run_1/port_trees.png
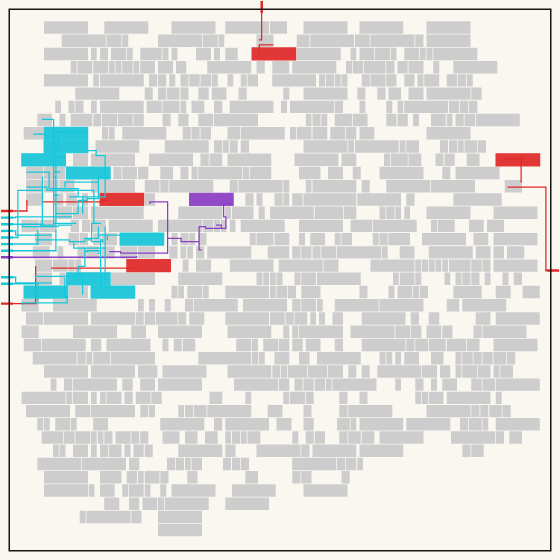
run_1/class_map.png
The bar under the picture is 20 um long.
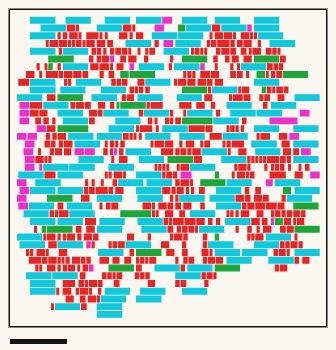
run_1/congestion_map.png
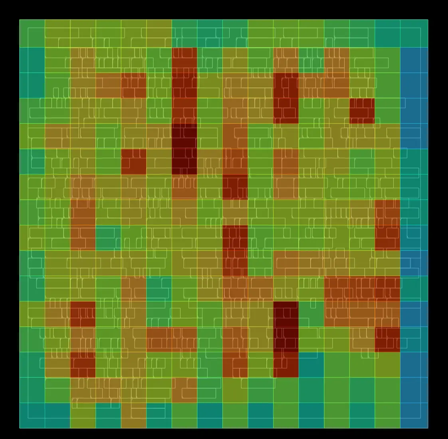
### src/rtl/vga_input_pkg.sv
// Shared encodings for the player-input scheduler: FSM states, direction bit
// positions and the opposing-direction resolver.
package vga_input_pkg;

    typedef enum logic {
        S_COLLECT = 1'b0,
        S_OFFER   = 1'b1
    } state_t;

    localparam int unsigned DIR_UP    = 3;
    localparam int unsigned DIR_DOWN  = 2;
    localparam int unsigned DIR_LEFT  = 1;
    localparam int unsigned DIR_RIGHT = 0;

    // Cancels up+down and left+right pairs; diagonals pass through.
    function automatic logic [3:0] resolve_dir(input logic [3:0] pressed);
        logic [3:0] d;
        d = pressed;
        if (pressed[DIR_UP] && pressed[DIR_DOWN]) begin
            d[DIR_UP]   = 1'b0;
            d[DIR_DOWN] = 1'b0;
        end
        if (pressed[DIR_LEFT] && pressed[DIR_RIGHT]) begin
            d[DIR_LEFT]  = 1'b0;
            d[DIR_RIGHT] = 1'b0;
        end
        return d;
    endfunction

endpackage

### src/rtl/vga_input_sched_debounce.sv
// One input: 2-FF synchroniser, optional inversion, then a stability counter
// that moves the debounced level only after DEBOUNCE_CYC matching cycles.
module btn_debounce #(
    parameter int unsigned DEBOUNCE_CYC = 500000,
    parameter bit          ACTIVE_LOW   = 1'b0
) (
    input  logic clk,
    input  logic rst,
    input  logic raw,
    output logic level
);

    localparam int unsigned CW = $clog2(DEBOUNCE_CYC + 1);

    logic [1:0]    sync;
    logic          synced;
    logic [CW-1:0] cnt;

    assign synced = ACTIVE_LOW ? ~sync[1] : sync[1];

    always_ff @(posedge clk or posedge rst) begin
        if (rst) begin
            sync  <= '0;
            cnt   <= '0;
            level <= 1'b0;
        end else begin
            sync <= {sync[0], raw};
            if (synced == level) begin
                cnt <= '0;
            end else if (cnt == CW'(DEBOUNCE_CYC - 1)) begin
                level <= synced;
                cnt   <= '0;
            end else begin
                cnt <= cnt + CW'(1);
            end
        end
    end

endmodule

### src/rtl/vga_input_sched.sv
// Frame-synchronous player-input scheduler: debounced buttons/shot are sampled
// once per vsync frame and offered to pixel_gen over a valid/ready handshake.
module vga_input_sched
    import vga_input_pkg::*;
#(
    parameter int unsigned DEBOUNCE_CYC  = 500000,
    parameter int unsigned FIRE_COOLDOWN = 8,
    parameter int unsigned OVR_W         = 8
) (
    input  logic             clk_50MHz,
    input  logic             reset,
    input  logic [3:0]       btn_n,
    input  logic             shot,
    input  logic             vsync,
    input  logic             cmd_ready,
    output logic             cmd_valid,
    output logic [3:0]       cmd_dir,
    output logic             cmd_shot,
    output logic             frame_tick,
    output logic [OVR_W-1:0] overrun_cnt
);

    localparam int unsigned CDW = $clog2(FIRE_COOLDOWN + 1);

    logic [3:0]     pressed;
    logic [3:0]     dir;
    logic           shot_lvl;
    logic           shot_lvl_d;
    logic           shot_pend;
    logic [CDW-1:0] cooldown;
    logic [2:0]     vs;
    state_t         state, state_n;
    logic           accept;
    logic           accept_shot;
    logic           shot_sample;
    logic           sample_nz;

    for (genvar i = 0; i < 4; i++) begin : g_btn
        btn_debounce #(.DEBOUNCE_CYC(DEBOUNCE_CYC), .ACTIVE_LOW(1'b1)) u_btn (
            .clk   (clk_50MHz),
            .rst   (reset),
            .raw   (btn_n[i]),
            .level (pressed[i])
        );
    end

    btn_debounce #(.DEBOUNCE_CYC(DEBOUNCE_CYC), .ACTIVE_LOW(1'b0)) u_shot (
        .clk   (clk_50MHz),
        .rst   (reset),
        .raw   (shot),
        .level (shot_lvl)
    );

    assign dir         = resolve_dir(pressed);
    assign cmd_valid   = (state == S_OFFER);
    assign accept      = cmd_valid && cmd_ready;
    assign accept_shot = accept && cmd_shot;
    // A shot being delivered this cycle must not be re-sampled into the next command.
    assign shot_sample = shot_pend && !accept_shot;
    assign sample_nz   = (dir != '0) || shot_sample;

    always_comb begin
        state_n = state;
        unique case (state)
            S_COLLECT: if (frame_tick && sample_nz) state_n = S_OFFER;
            S_OFFER:   if (accept) state_n = (frame_tick && sample_nz) ? S_OFFER : S_COLLECT;
            default:   state_n = S_COLLECT;
        endcase
    end

    always_ff @(posedge clk_50MHz or posedge reset) begin
        if (reset) begin
            state       <= S_COLLECT;
            vs          <= '0;
            frame_tick  <= 1'b0;
            shot_lvl_d  <= 1'b0;
            shot_pend   <= 1'b0;
            cooldown    <= '0;
            cmd_dir     <= '0;
            cmd_shot    <= 1'b0;
            overrun_cnt <= '0;
        end else begin
            state      <= state_n;
            vs         <= {vs[1:0], vsync};
            frame_tick <= vs[2] && !vs[1];
            shot_lvl_d <= shot_lvl;

            if (accept_shot)
                shot_pend <= 1'b0;
            else if (shot_lvl && !shot_lvl_d && cooldown == '0)
                shot_pend <= 1'b1;

            if (accept_shot)
                cooldown <= CDW'(FIRE_COOLDOWN);
            else if (frame_tick && cooldown != '0)
                cooldown <= cooldown - CDW'(1);

            if (frame_tick && (state == S_COLLECT || accept)) begin
                cmd_dir  <= dir;
                cmd_shot <= shot_sample;
            end else if (frame_tick) begin
                cmd_dir  <= dir;
                cmd_shot <= cmd_shot | shot_pend;
                if (overrun_cnt != '1)
                    overrun_cnt <= overrun_cnt + OVR_W'(1);
            end else if (accept) begin
                cmd_dir  <= '0;
                cmd_shot <= 1'b0;
            end
        end
    end

endmodule

### config.mk
export PLATFORM = sky130hd
export DESIGN_NAME = vga_input_sched
export DESIGN_NICKNAME = d
export VERILOG_FILES = /design/src/rtl/vga_input_pkg.sv /design/src/rtl/vga_input_sched_debounce.sv /design/src/rtl/vga_input_sched.sv
export SDC_FILE = /design/constraint.sdc
export NUM_CORES = 1
export LEC_CHECK = 0
export CORE_MARGIN = 2
export CORE_UTILIZATION = 55
export CTS_CLUSTER_DIAMETER = 60
export DETAILED_ROUTE_END_ITERATION = 8
export GPL_ROUTABILITY_DRIVEN = 0
export GPL_TIMING_DRIVEN = 0
export PLACE_DENSITY = 0.73
export RECOVER_POWER = 25
export SYNTH_ARGS = -nofsm -noshare
export SYNTH_HDL_FRONTEND = slang
export SYNTH_SLANG_ARGS = --single-unit
### constraint.sdc
create_clock -name clk_50MHz -period 6.2 [get_ports clk_50MHz]
set_input_delay 1.24 -clock clk_50MHz [delete_from_list [all_inputs] [get_ports clk_50MHz]]
set_output_delay 1.24 -clock clk_50MHz [all_outputs]
set_load 0.01 [all_outputs]
==> results.sh, run 1 <==
# flow metrics
export IMPL_combPwrFrac=0.072
export IMPL_worst_pin_slew_ps=3570
export IMPL_comb_cells=444
export IMPL_report_final_slew_viol_count=81
export IMPL_die_w_um=111
export IMPL_layout_min_cycle_time_ps=3790
export IMPL_regArea_sq_um=3350
export IMPL_synth_mux_area_fraction=0.00854
export IMPL_layout_top_cells="134 x dfrtp_1, 76 x nor2_1, 51 x xnor2_1, 48 x nand2_1, 37 x nand3_1"
export IMPL_path_buffers=2
export IMPL_pg_comb_uw=151
export IMPL_crit_slowest_cell="clkinvlp_2"
export IMPL_dieArea_sq_um=12300
export IMPL_grt_pass1_vias=4670
export IMPL_cts_buffers=17
export IMPL_synth_area_sq_um=6300
export IMPL_hp_class="register to register"
export IMPL_yosysWarnings=0
export IMPL_hold_buffers=0
export IMPL_r2r_slack_ps=3590
export IMPL_top_area_cell="dfrtp_1"
export IMPL_instances_no_fill=818
export IMPL_nets=683
export IMPL_crit_required_ps=6130
export IMPL_min_from="u_shot.sync[0]"
export IMPL_powerDensity_nw_per_um2=287
export IMPL_drt_wl_total_um=12000
export IMPL_hold_viol_final=0
export IMPL_crit_end="g_btn[0].u_btn.level"
export IMPL_r2r_end="g_btn[1].u_btn.cnt[14]"
export IMPL_vdd_drop_max_mv=0.214
export IMPL_crit_fanout=81
export IMPL_fin_worst_skew_ps=24.5
export IMPL_cts_tree="built"
export IMPL_dominantRegCellSynth="dfrtp_1"
export IMPL_synth_nets=640
export IMPL_fin_ws_ps=2410
export IMPL_fp_utilization=0.557
export IMPL_rr_startpoint="g_btn[1].u_btn.cnt[15]"
export IMPL_logic_area_sq_um=2760
export IMPL_fin_area_sq_um=7310
export IMPL_aoi_share=0.0705
export IMPL_layout_top_cell="dfrtp_1"
export IMPL_drt_pass1_iterations=4
export IMPL_setup_viol_count_final=0
export IMPL_ys_seq_share=0.532
export IMPL_drt_iter0_markers=364
export IMPL_topCellsByArea="dfrtp_1 53%, xnor2_1 7.1%, nor2_1 4.5%"
export IMPL_drv_cap=1
export IMPL_die_h_um=111
export IMPL_clock_sinks=134
export IMPL_ant_nets=0
export IMPL_drive_gt1_frac=0.0904
export IMPL_openroad_warnings=28
export IMPL_syn_avg_cell_area_sq_um=10.2
export IMPL_nClkBuffers=18
export IMPL_status="complete, but fails checks"
export IMPL_post_cts_buffers=0
export IMPL_p_clk_uw=993
export IMPL_nonClkBufAreaFrac=0.0434
export IMPL_netSwitchingFraction=0.233
export IMPL_drc=0
export IMPL_crit_start="reset"
export IMPL_hpwl_um=8110
export IMPL_n_all_inverters=31
export IMPL_hold_worst_slack_ps=353
export IMPL_adder_share=0.0218
export IMPL_cp_top_family="buffers and inverters"
export IMPL_p_sw_uw=489
export IMPL_cp_arrival_ps=3720
export IMPL_area_growth_syn_to_layout_pct=16.1
export IMPL_dominant_cells="registers"
export IMPL_antenna_found_initial=0
export IMPL_yosys_area_sq_um=6300
export IMPL_h_tree_depth=4
export IMPL_start_kind="primary input"
export IMPL_drt_vias_per_instance=5.63
export IMPL_cts_root_buf="clkbuf_16"
export IMPL_ctsResizeCount=0
export IMPL_synth_cellmix_simpleShare=0.240
export IMPL_sh_seq_area=0.458
export IMPL_clkCellAreaFrac=0.0802
export IMPL_cp_end_kind="async pin"
export IMPL_synth_cell_type_count=43
export IMPL_insertion_delay_ps=430
export IMPL_n_tap_cell=143
export IMPL_seq_power_uw=956
export IMPL_antenna_cells=0
export IMPL_ys_cells=620
export IMPL_reg2regPathDepth=5
export IMPL_num_vias=4606
export IMPL_ys_ff=134
export IMPL_finalClockPeriodUsage=0.612
export IMPL_cp_num_cells=2
export IMPL_cts_max_path_buffers=2
export IMPL_cp_slowest_stage_delay_ps=2020
export IMPL_dpl_cell_area_sq_um=6740
export IMPL_finish_utilization=0.646
export IMPL_seq_cells=134
export IMPL_sh_comb_area=0.377
export IMPL_synth_cells=620
export IMPL_internal_power_uw=1610
export IMPL_overflow=0
export IMPL_signal_buffers=35
export IMPL_leakage_uw=0.00293
export IMPL_violations="capacitance limit, slew limit"
export IMPL_seqPwrFrac=0.455
export IMPL_path_class="primary input to async pin"
export IMPL_top_area_frac=0.532
export IMPL_grt_max_degree=82
export IMPL_dpl_cell_count=787
export IMPL_crit_chain="clkdlybuf4s50_1 > clkinvlp_2"
export IMPL_power_leader="clock"
export IMPL_edf_count=0
export IMPL_grt_pass1_wl_um=21400
export IMPL_p_clk_frac=0.473
export IMPL_fillCellCount=896
export IMPL_maxClockFrequency_mhz=264
export IMPL_max_slew_margin_rel=-1.40
export IMPL_ys_sh_xor=0.0987
export IMPL_top_logic_kind="simple AND/OR/NAND/NOR gates"
export IMPL_rsz0062_at_grt="no"
export IMPL_synthArstFlopShare=1.00
export IMPL_clk_pin_slew_ps=60
export IMPL_place_worst_setup_slack_ps=3200
Back to the opening pictures, port_trees.png:
Cyan marks `overrun_cnt`, bits 8, direction output, end cells 8, buffers 8, wire 375 um. Red marks `btn_n`, bits 4, direction input, end cells 4, buffers 4, wire 93.3 um. Purple marks `cmd_valid`, bits 1, direction output, end cells 1, buffers 1, wire 79.9 um.
I/O Buffers: 23
# IOs: 24

Back to the opening pictures, class_map.png:
Green marks clock drivers and dummy loads, cells 31. Magenta marks remaining buffers and delay cells, cells 35. Red marks remaining logic cells, cells 475. Cyan marks sequential cells, cells 134.
core box area: 11300 sq um
Rows: 39

Back to the opening pictures, congestion_map.png:
total track usage: 0.212
WL/cell: 14.6 um

[run 1: cell families after synthesis]
group,count (synthesis)
multiplexers,5
AND-OR/OR-AND,74
adder cells (fa/ha/maj),11
XOR/XNOR,71
flip-flops,134
buffers and inverters,42
AND/OR/NAND/NOR,283
[run 1: routing by layer]
layer  track usage  share of wire  up-vias
met4        0.0724          0.012        0
met5             0              0        -
met3        0.0667          0.032       14
met1         0.273           0.46     2260
li1              -              -     2264
met2         0.344           0.49       68
[run 1: how the worst min path moves through the flow]
stage,cells after the start,slack (ps),to
after global placement,0,330,g_btn[3].u_btn.sync[1]
after floorplan,0,330,g_btn[0].u_btn.sync[1]
after CTS,0,350,u_shot.sync[1]
final,0,350,u_shot.sync[1]
after detailed placement,0,340,u_shot.sync[1]
after global routing,0,360,g_btn[3].u_btn.sync[1]
[run 1: per-stage QoR]
stage	power (uW)	TNS, ps
floorplan	1060	0
global placement	1110	-40430
detailed placement	1120	0
CTS	2130	0
global route	2190	0
finish	2100	0
[run 1: synthesized netlist by cell type (5+ instances only)]
| cell | count |
|---|---|
| ha_1 | 11 |
| o21ai_0 | 23 |
| nand2_1 | 48 |
| and2_1 | 5 |
| nand3_1 | 37 |
| nor3_1 | 12 |
| or3_1 | 20 |
| nand4_1 | 18 |
| nor4_1 | 13 |
| dfrtp_1 | 134 |
| inv_1 | 31 |
| or4_1 | 18 |
| o31ai_1 | 13 |
| a21oi_1 | 30 |
| and4_1 | 7 |
| buf_2 | 6 |
| nor2_1 | 76 |
| xnor2_1 | 51 |
| xor2_1 | 20 |
[run 1: registers in the layout, indices dropped and copies added (netlist names), 2 cells and up]
name               flops
cmd_dir                4
g_btn.u_btn.sync       8
g_btn.u_btn.cnt       76
u_shot.sync            2
vs                     3
cooldown               4
g_btn.u_btn.level      4
u_shot.cnt            19
overrun_cnt            8
==> run 2, diff against run 1 <==
Settings changed: PLACE_DENSITY 0.73 to 0.76.
Clock period 6.2 ns to 3.15 ns, I/O delays scaled along.
==> run 2 against run 1 <==
  * The flow now finishes without violations
  * First-iteration DRC count fell by 40%
  * Critical endpoint is now g_btn[0].u_btn.cnt[7]
  * Wire length fell by 1.9%
  * Clock skew fell by 16 ps
  * Combinational power rose by 100%
  * Clock power rose by 76%
  * Critical path type is now register to register
==> results.sh, run 2 <==
# flow metrics
export IMPL_status="completed"
export IMPL_max_slew_margin_rel=0.137
export IMPL_synth_cells=620
export IMPL_crit_fanout=10
export IMPL_internal_power_uw=3030
export IMPL_report_final_slew_viol_count=0
export IMPL_vdd_drop_max_mv=0.408
export IMPL_regArea_sq_um=3350
export IMPL_crit_required_ps=3450
export IMPL_path_class="register to register"
export IMPL_synth_area_sq_um=6300
export IMPL_drv_cap=0
export IMPL_combPwrFrac=0.077
export IMPL_rsz0062_at_grt="no"
export IMPL_openroad_warnings=28
export IMPL_fin_area_sq_um=7290
export IMPL_topCellsByArea="dfrtp_1 53%, xnor2_1 7.1%, nor2_1 4.5%"
export IMPL_row_count=39
export IMPL_pin_count=24
export IMPL_seqPwrFrac=0.478
export IMPL_crit_start="g_btn[0].u_btn.cnt[12]"
export IMPL_antenna_found_initial=0
export IMPL_dpl_cell_count=789
export IMPL_yosysWarnings=0
export IMPL_top_regs="g_btn.u_btn.cnt (76), u_shot.cnt (19)"
export IMPL_grt_pass1_vias=4723
export IMPL_clk_pin_slew_ps=50
export IMPL_finalClockPeriodUsage=0.695
export IMPL_worst_pin_slew_ps=1290
export IMPL_cts_root_buf="clkbuf_16"
export IMPL_num_vias=4610
export IMPL_drc=0
export IMPL_finish_utilization=0.644
export IMPL_hold_viol_final=0
export IMPL_clock_sinks=134
export IMPL_hpwl_um=8150
export IMPL_core_area_sq_um=11300
export IMPL_pg_comb_uw=302
export IMPL_final_setup_tns_ps=0
export IMPL_fin_ws_ps=961
export IMPL_hp_class="register to register"
export IMPL_cts_tree="built"
export IMPL_overflow=0
export IMPL_die_h_um=111
export IMPL_dieArea_sq_um=12300
export IMPL_synth_cell_type_count=43
export IMPL_common_cells="134 x dfrtp_1, 76 x nor2_1, 51 x xnor2_1"
export IMPL_syn_avg_cell_area_sq_um=10.2
export IMPL_ys_cells=620
export IMPL_leakage_uw=0.00291
export IMPL_drt_vias_per_instance=5.66
export IMPL_fin_worst_skew_ps=8.34
export IMPL_hold_worst_slack_ps=352
export IMPL_ant_nets=0
export IMPL_cts_max_path_buffers=2
export IMPL_p_sw_uw=899
export IMPL_antenna_cells=0
export IMPL_reg2regPathDepth=5
export IMPL_dominantRegCellSynth="dfrtp_1"
export IMPL_powerDensity_nw_per_um2=540
export IMPL_start_kind="register"
export IMPL_synth_nets=640
export IMPL_synthArstFlopShare=1.00
export IMPL_drt_pass1_iterations=5
export IMPL_place_worst_setup_slack_ps=790
export IMPL_logic_area_sq_um=2770
export IMPL_ys_ff=134
export IMPL_cp_end_kind="register"
export IMPL_cts_buffers=17
export IMPL_ctsResizeCount=0
export IMPL_layout_top_cell="dfrtp_1"
export IMPL_drive_gt1_frac=0.0908
export IMPL_io_buffers=23
export IMPL_rr_startpoint="g_btn[0].u_btn.cnt[12]"
export IMPL_r2r_end="g_btn[0].u_btn.cnt[7]"
export IMPL_layout_top_cells="134 x dfrtp_1, 76 x nor2_1, 51 x xnor2_1, 48 x nand2_1, 37 x nand3_1"
export IMPL_netSwitchingFraction=0.229
export IMPL_top_area_frac=0.532
export IMPL_top_cell="dfrtp_1"
export IMPL_p_clk_uw=1750
export IMPL_power_leader="sequential cells"
export IMPL_largest_register_ffs=76
export IMPL_ys_seq_share=0.532
export IMPL_top_area_cell="dfrtp_1"
export IMPL_maxClockFrequency_mhz=457
export IMPL_finalPower_uw=3930
export IMPL_drt_iter0_markers=218
export IMPL_nets=685
export IMPL_crit_end="g_btn[0].u_btn.cnt[7]"
export IMPL_r2r_slack_ps=960
export IMPL_layout_min_cycle_time_ps=2190
export IMPL_seq_power_uw=1880
export IMPL_h_tree_depth=4
export IMPL_instances_no_fill=815
export IMPL_area_growth_syn_to_layout_pct=15.6
export IMPL_grt_max_degree=45
export IMPL_cp_arrival_ps=2490
export IMPL_die_w_um=111
export IMPL_setup_viol_count_final=0
export IMPL_dpl_cell_area_sq_um=6770
export IMPL_hold_buffers=0
export IMPL_insertion_delay_ps=420
export IMPL_p_clk_frac=0.445
export IMPL_post_cts_buffers=0
export IMPL_yosys_area_sq_um=6300
export IMPL_regMostFlops="g_btn.u_btn.cnt"
export IMPL_fp_utilization=0.557
export IMPL_fillCellCount=884
export IMPL_grt_pass1_wl_um=21300
export IMPL_edf_count=0
-- run 2: netlist changes by cell type in the layout (fill, tap and decap cells not counted), moves of 2 or more --
| cell | change |
|---|---|
| clkbuf_8 | +2 |
| o21ai_2 | +3 |
| bufinv_16 | -2 |
| clkinv_4 | -3 |
| buf_12 | +3 |
| o21ai_0 | -3 |
-- run 2: logic make-up after synthesis --
kind of cell / synth area share
buffers and inverters: 0.0280
adders and majority gates: 0.0218
AOI/OAI and AO/OA: 0.0705
xor gates and xnor gates: 0.0987
muxes: 0.00854
and+or+nand+nor: 0.240
DFF: 0.532
-- run 2: worst min-delay path by stage --
stage,slack (ps),from,depth (start not counted),to
2_1_floorplan,330,g_btn[0].u_btn.sync[0],0,g_btn[0].u_btn.sync[1]
3_3_place_gp,330,u_shot.sync[0],0,u_shot.sync[1]
3_5_place_dp,340,u_shot.sync[0],0,u_shot.sync[1]
4_1_cts,350,u_shot.sync[0],0,u_shot.sync[1]
5_1_grt,360,g_btn[0].u_btn.sync[0],0,g_btn[0].u_btn.sync[1]
6_report,350,g_btn[0].u_btn.sync[0],0,g_btn[0].u_btn.sync[1]
-- run 2: critical path: stages (launching register included) --
cell and delay, ps:
dfrtp_1 430, or4_1 540, or4_4 560, o21ai_4 280, buf_6 190, nor2_1 60
-- run 2: layer usage --
metal / track usage / share of wire
met3: 0.0645 / 0.045
met2: 0.327 / 0.48
met5: 0 / 0
met1: 0.287 / 0.46
met4: 0.0749 / 0.011
-- run 2: cell type report --
cell class | count | share of cell area
Timing Repair Buffer | 26 | 0.0398
Inverter | 31 | 0.0161
Buffer | 11 | 0.00824
Multi-Input combinational cell | 444 | 0.380
Sequential cell | 134 | 0.460
Tap cell | 143 | 0.0246
Clock inverter | 6 | 0.00790
Clock buffer | 20 | 0.0627
run_2/port_trees.png
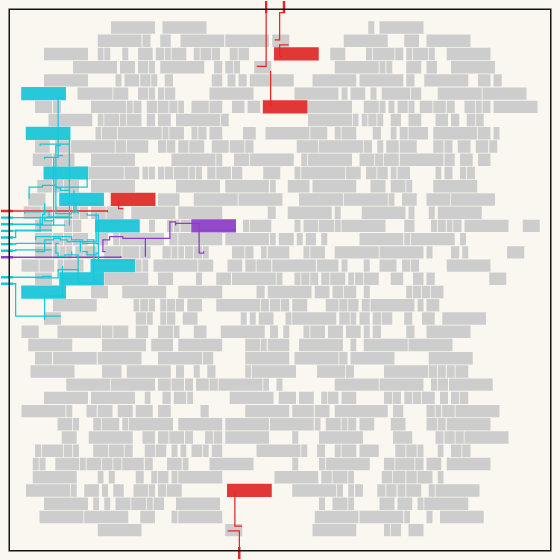

run_2/route_heat.png
The bar under the picture is 20 um long. 22 x 22 tiles, from dark purple (low) to yellow (high), scaled to the fullest tile. Values are wire area over tile area, all layers added.
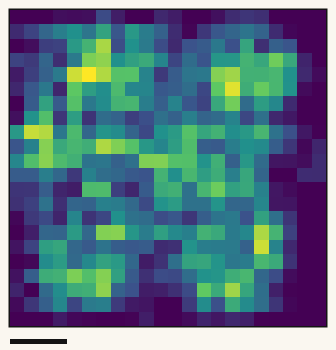
28% of the tiles are over half the peak. The densest ninth of the die: centre. The mean over all tiles is 0.15.
WL/cell: 14.4 um
total wire length: 11700 um
total track usage: 0.212

No activity file was given, so power comes from the tool's default toggle rates.
